==> run_1/zoom.png <==
The bar under the picture is 10 µm long. Region (17, 2) to (57, 42) µm. Cells in grey, sequential cells in the stronger grey; small squares are vias.
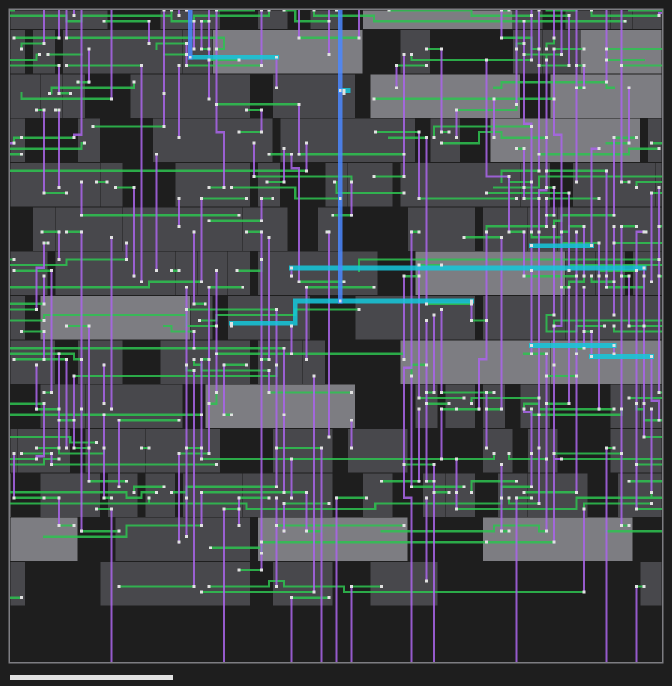
==> run_1/drive_strength.png <==
The bar under the picture is 20 µm long.
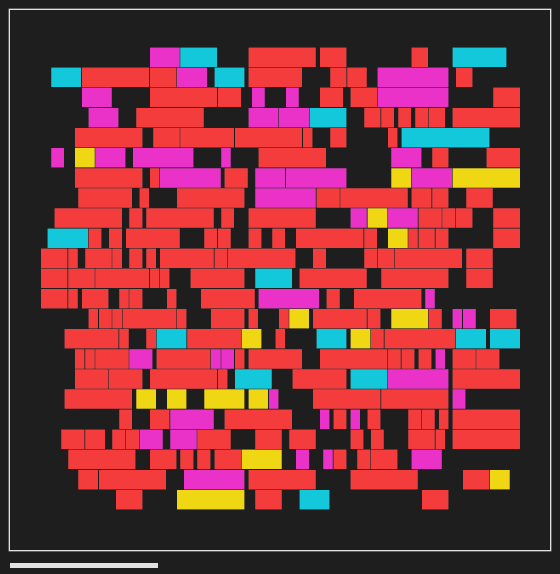
==> run_1/met2.png <==
The bar under the picture is 20 µm long. Cells faint in the background.
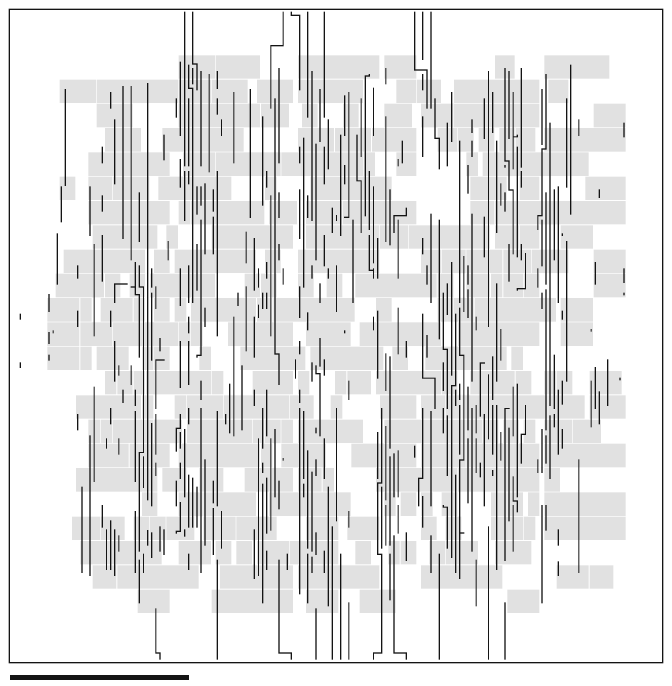
==> run_1/met1.png <==
The bar under the picture is 20 µm long. Supply wires on this layer in grey. Cells faint in the background.
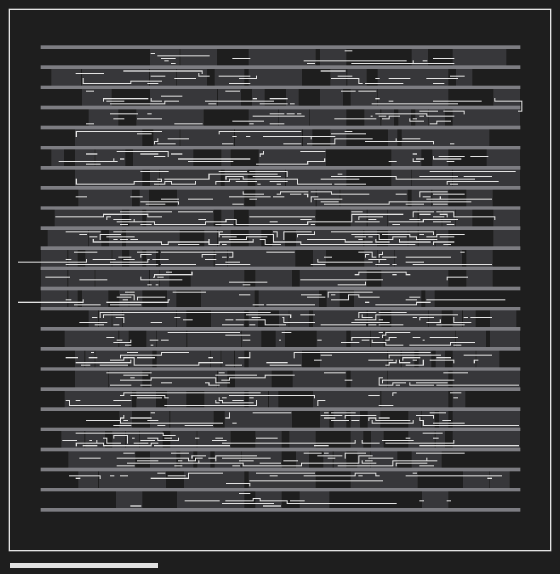
==> config.mk <==
export PLATFORM = sky130hd
export DESIGN_NAME = lane_serializer
export DESIGN_NICKNAME = d
export VERILOG_FILES = /design/src/rtl/lane_serializer.sv
export SDC_FILE = /design/constraint.sdc
export NUM_CORES = 1
export LEC_CHECK = 0
export CAP_MARGIN = 5
export CORE_MARGIN = 4
export CORE_UTILIZATION = 52
export DETAILED_ROUTE_END_ITERATION = 12
export PLACE_DENSITY_LB_ADDON = 0.08
export SYNTH_ARGS = -nofsm -noshare
export SYNTH_HDL_FRONTEND = slang
export SYNTH_SLANG_ARGS = --single-unit
==> constraint.sdc <==
create_clock -name i_clk -period 2.2 [get_ports i_clk]
set_input_delay 0.33 -clock i_clk [delete_from_list [all_inputs] [get_ports i_clk]]
set_output_delay 0.33 -clock i_clk [all_outputs]
set_load 0.005 [all_outputs]
==> results.cfg, run 1 <==
; physical design summary
[run_status]
outcome = finished with violations
violations = setup timing

[pwr]
p_int_mw = 2.51
sequentialPower_mw = 1.13

[routing]
ant_nets = 0
first_pass_iters = 4
top_signal_layer_used = met4

[sta]
max-slew-margin-rel = 0.676
number_of_failing_setup_endpoints_in_the_final_timing_report = 5
fin_ws_ns = -1.54
fin_setup_tns_ns = -6.92

[die]
io-pin-count = 44
fp_util = 0.542
nWellTaps = 50

[grt]
grt_first_pass_wirelength_mm = 7.91

[synthesis]
post_synth_mux_area_share = 0.126
syn_avg_cell_area_um2 = 11.6
mappedNetlistNets = 243

[clock_tree]
cts_made_buffers = 5
cts_setup_buffers = 2

[setup_path]
cpLargestDelayFamily = adder cells
required_ns = 2.36

[place]
place_hpwl_mm = 3.59

[finish]
layout-drive-gt1-share = 0.297
## Picture notes: zoom.png
- met4: blue
- met2: purple
- met1: green
- met3: cyan
- sequential cells in the window: 12
- most frequent: o21ai_0 (20), dfrtp_1 (12), inv_1 (11)
- cells with their middle in the window: 97

## Picture notes: drive_strength.png
- drive 3 to 4: yellow (cells 16)
- drive 1 or less: red (cells 173)
- drive 2: magenta (cells 42)
- drive 6 and up: cyan (cells 15)
post-route design area: 2900 µm²
Worst Setup Slack, final: -1.54 ns
total of plain and repair buffers excluding clock buffers: 58
Area Growth Syn to Fin: 31.8%

## Picture notes: met2.png
- longest straight run: 46.6 µm
- main direction: vertical
total number of vias: 1571
met2 routing resource usage after global routing: 0.319
total detailed-routing wirelength: 4.74 mm

## Picture notes: met1.png
- share of all routed wire: 44%
- main direction: horizontal
- wire length on this layer: 2080 µm
- longest straight run: 23.0 µm
M1 GR Usage: 0.261

--- run 2 (diff from run 1) ---
--- a/config.mk
+++ b/config.mk
@@ -5,6 +5,7 @@
 export SDC_FILE = /design/constraint.sdc
 export NUM_CORES = 1
 export LEC_CHECK = 0
+export ABC_AREA = 1
 export CAP_MARGIN = 5
 export CORE_MARGIN = 4
 export CORE_UTILIZATION = 52
==> run_2/drive_strength.png <==
The bar under the picture is 20 µm long.
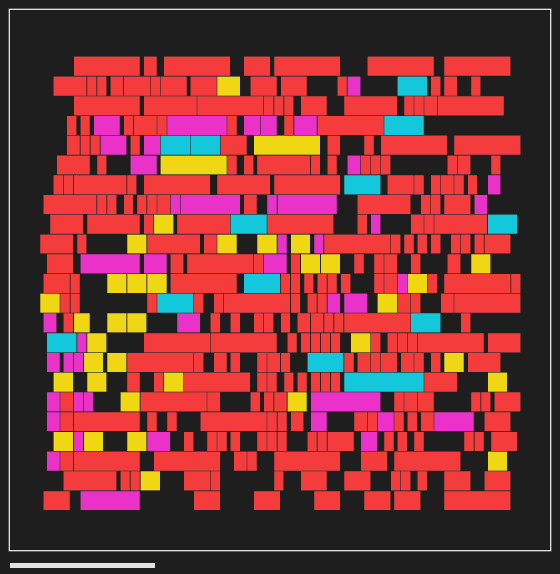
- drive 2: magenta (cells 44)
- drive 3 to 4: yellow (cells 36)
- drive 1 or less: red (cells 268)
- drive 6 and up: cyan (cells 13)
Area Growth Syn to Fin: 37.0%
total of plain and repair buffers excluding clock buffers: 79
post-route design area: 3140 µm²
Worst Setup Slack, final: -1.55 ns

==> run 2 against run 1 <==
Against the previous run:
- sequential share of layout area fell by 2.4 points
- combinational power increased by about 10%
- largest cell class unchanged
- sequential power barely moved
- critical path type unchanged
- largest power group unchanged
- worst setup slack worse by 0.0067 ns
- global-route usage rose by 4.4 points
- synthesized cell count up 50%
- clock skew is essentially flat
- count of clock-buffer cells in the layout shrank 2
- the flow still finishes with violations (setup timing)
- final cell count rose by 39%
- die area grew 3.8%
- via count is 28% higher
==> results.cfg, run 2 <==
; physical design summary
[place]
dpl_cell_area_um2 = 2850
place_hpwl_mm = 3.73

[setup_path]
crit_path_max_fanout = 2
cp_num_cells = 14
cpLargestDelayFamily = adder cells
required_ns = 2.37

[sta]
fin_ws_ns = -1.55
fin_setup_tns_ns = -6.90
final.hold.worst_slack_ns = 0.241
number_of_failing_setup_endpoints_in_the_final_timing_report = 5
max-slew-margin-rel = 0.593

[die]
nWellTaps = 50
fp_util = 0.553
core_region_area_um2 = 4140
io-pin-count = 44
rows = 23

[synthesis]
synthAdderAreaFrac = 0.192
post_synth_mux_area_share = 0
mappedNetlistNets = 338
synth_seq_share = 0.382
syn_avg_cell_area_um2 = 8.04
top_area_cell = sky130_fd_sc_hd__dfrtp_1

[grt]
grt_first_pass_wirelength_mm = 9.98
grt_util_met2 = 0.418

[clock_tree]
cts_made_buffers = 5
cts_setup_buffers = 30

[routing]
top_signal_layer_used = met4
detailroute.wirelength.met3_um = 282
first_pass_iters = 4
ant_nets = 0

[pwr]
sequentialPower_mw = 1.10
maxPowerGroup = combinational logic

[finish]
seq_area_frac = 0.279
diodes = 0
layout-drive-gt1-share = 0.258
area_dominant_class = logic gates

[run_status]
violations = setup timing
outcome = finished with violations
==> run_2/met1.png <==
The bar under the picture is 20 µm long. Supply wires on this layer in grey. Cells faint in the background.
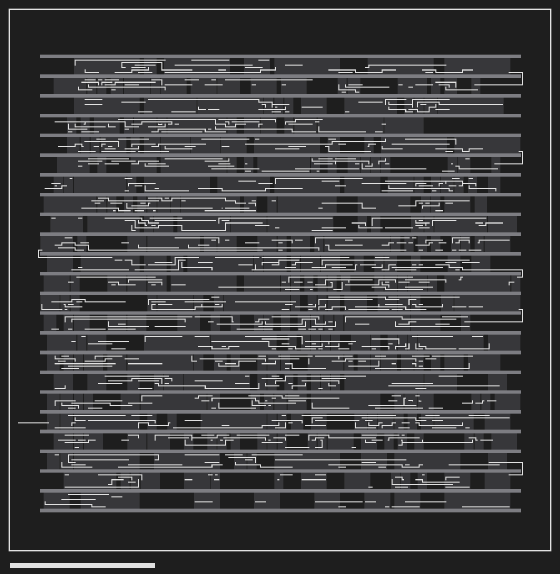
- wire length on this layer: 2510 µm
- main direction: horizontal
- nets with wire on the layer: 368
- share of all routed wire: 43%
total detailed-routing wirelength: 5.79 mm
total number of vias: 2008
M1 GR Usage: 0.302

Power is estimated from default activity; no workload was simulated.
